Figure 1. Logic cells by family.
Drawn at 4 px/µm.
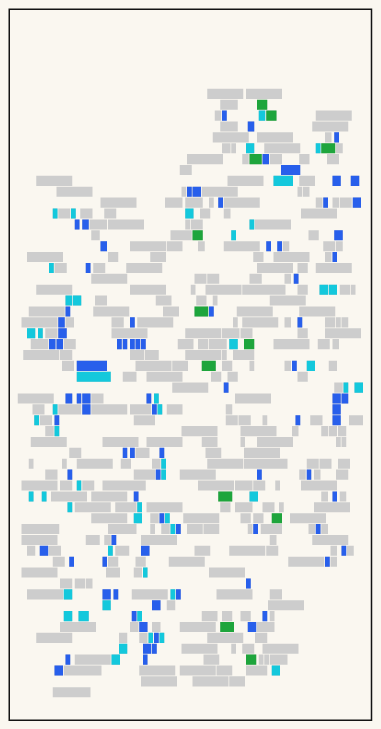
Figure 2. Layout detail.
Region (30, 38) to (60, 68) µm. Cells in grey, sequential cells in the stronger grey; small squares are vias.
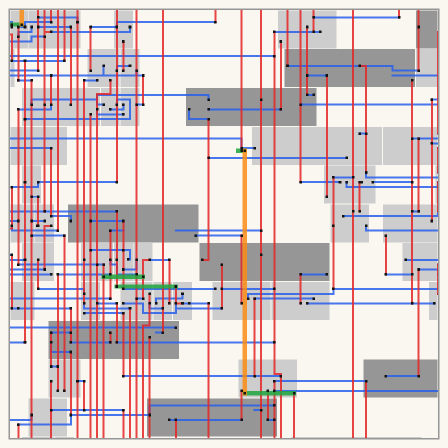
Figure 3. Clock distribution.
Drawn at 3 px/µm.
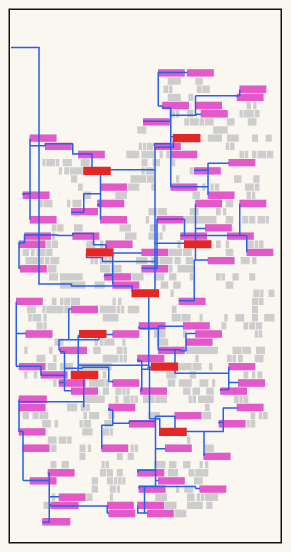
Design score_disp_driver, sky130hd; sources not shown.
==> run notes <==
Figures from the implementation reports.

- The data required time of the worst path is 2.45 ns.
- The area of the core reads 14800 µm².
- The critical-path maximum fanout is 13.
- The cell area after technology mapping reads approximately 4600 µm².
- The main flop type after synthesis reads sky130_fd_sc_hd__dfrtp_1.
- The instance count after placement with tap cells included is ~600.
- In this run the remaining antenna-violating nets after routing total 0.
- The antenna diode count is 0.
- The summed area of non-filler cells in the final layout reads between 5000 and 6000 µm².
- Of the post-synthesis cell area, the dominant cell type holds 0.455.
- For this run, the register share of the synthesized area comes to 0.473.
- The number of flip-flops under the largest register name is 17.
- By area the synthesized netlist is led by sky130_fd_sc_hd__dfrtp_1, sky130_fd_sc_hd__nand2_1, sky130_fd_sc_hd__mux2_2.
- The number of clock sinks is 86.
- The clock buffer count from CTS is 9.
- The total negative slack for setup checks reads 0 ns.
- The via count reads approximately 3200.
- OpenROAD emitted warnings numbering 31.
- The number of nets at floorplan is 460.
- The instance area after placement is 4750 µm².
- Switching power as a fraction of the total was reported as 0.337.
- Detailed placement ended at an HPWL of approximately 7400 µm.
- The worst setup path is captured at a flip-flop.
- The net switching power of the design reads about 0.0019 W.
- The tightest slew margin relative to the limit reads 0.0541.
- The number of warning messages in the yosys log is 6.
- The number of antenna violations at the first check in global routing reads 0.
- The worst setup path category reads flip-flop to flip-flop.
- The total of buffers placed on input and output ports reads 0.
- Per the CTS log, the buffer count on the longest clock path is 2.
- The pin count of the biggest net entering global routing is 35.
- The count of boundary I/O pins reads 28.
- The share of the core area taken by cells at floorplan is 0.308.
- The run finished with clean final reports.
Back to the opening pictures, Figure 1:
colour	family	cells	most used
cyan	NOR gates	50	nor2_1
blue	NAND gates	84	nand2_1
green	AND-OR and OR-AND gates	12	a32o_1
share of cell area taken by multi-input logic gates: 0.419
most common library cell in the layout ignoring fill and taps: sky130_fd_sc_hd__dfrtp_1
number of standard cells in the final layout excluding fillers: 632

Back to the opening pictures, Figure 2:
colour	layer
blue	met1
green	met3
red	met2
orange	met4
cells with their middle in the window	37
most frequent	dfrtp_1 (7), nand2_1 (6), nor2_1 (5)
sequential cells in the window	7

Back to the opening pictures, Figure 3:
[red] cells driving clock nets | count: 9
[blue] clock wires | length: 1260 µm
[magenta] flip-flops | count: 86
flops lie	spread over the die
clock group share of total power: 0.294
clock distribution power: 0.00165 W
clk ins delay skew pair: 0.34 ns

## per-layer routing
metal | up-vias | GRT usage | share of wire
met3 | 11 | 0.0249 | 0.020
met5 | - | - | 0
met2 | 40 | 0.267 | 0.56
li1 | 1520 | - | -
met4 | 0 | 0.0589 | 0.019
met1 | 1587 | 0.145 | 0.40
## power by group through the flow
stage / Combinational (W) / Sequential [W] / Clock (W)
final: 0.00173 / 0.00224 / 0.00165
after global routing: 0.00196 / 0.00230 / 0.00177
after CTS: 0.00190 / 0.00225 / 0.00171
after detailed placement: 0.00190 / 0.00228 / 0
after global placement: 0.00186 / 0.00227 / 0
after floorplan: 0.00160 / 0.00218 / 0
## worst max-delay path, stage by stage, from the launching register on
cell and delay, ns:
sky130_fd_sc_hd__dfrtp_1 0.38, sky130_fd_sc_hd__ha_1 0.23, sky130_fd_sc_hd__and4_1 0.31, sky130_fd_sc_hd__nand4_4 0.29, sky130_fd_sc_hd__mux2i_1 0.22, sky130_fd_sc_hd__a311oi_2 0.38
sky130_fd_sc_hd__nand4_1 0.13
## timing repair
| action | 4_1_cts | 5_1_grt |
|---|---|---|
| hold buffers | 1 | 0 |
| hold endpoints to repair | 12 | 0 |
| setup endpoints to repair | 0 | 0 |
| resized | 0 | 0 |
## logic make-up (layout without fill, tap and decap cells)
logic type	after synthesis	in the layout	share of synthesized area
simple gates	159	159	0.192
compound gates	88	88	0.154
flops	86	86	0.473
buf+inv	45	50	0.0560
mux	23	23	0.0549
xor+xnor	20	20	0.0401
fa+ha+maj	11	11	0.0302
## cell type report
class	instances	area, µm²
clock buffers	9	225
clock inverters	6	111
fillers	1616	9800
inverters	21	78.8
multi-input cells	301	2100
flip-flops and latches	86	2160
well taps	195	244
repair buffers	14	98.8
## synth_stat cells (5+ instances only)
cell,number
sky130_fd_sc_hd__nand2b_1,12
sky130_fd_sc_hd__a21oi_1,9
sky130_fd_sc_hd__nor2_1,28
sky130_fd_sc_hd__nor2b_1,15
sky130_fd_sc_hd__and3b_1,10
sky130_fd_sc_hd__mux2i_1,7
sky130_fd_sc_hd__a31oi_1,8
sky130_fd_sc_hd__xnor2_1,11
sky130_fd_sc_hd__nand4_1,7
sky130_fd_sc_hd__nand3_1,9
sky130_fd_sc_hd__dfrtp_1,83
sky130_fd_sc_hd__o31ai_1,6
sky130_fd_sc_hd__clkbuf_1,5
sky130_fd_sc_hd__nand2_1,54
sky130_fd_sc_hd__xor2_1,8
sky130_fd_sc_hd__o21ai_0,17
sky130_fd_sc_hd__ha_1,11
sky130_fd_sc_hd__inv_1,20
sky130_fd_sc_hd__mux2_2,16
sky130_fd_sc_hd__buf_2,7
sky130_fd_sc_hd__a32o_1,5
sky130_fd_sc_hd__and2_1,5
sky130_fd_sc_hd__buf_6,6
## metrics by stage
step / utilization / worst slack (ns)
finish: 0.339 / 0.173
global placement: 0.321 / 0.272
CTS: 0.344 / 0.232
global route: 0.339 / 0.0627
detailed placement: 0.321 / 0.230
floorplan: - / 0.393
Power is estimated from default activity; no workload was simulated.
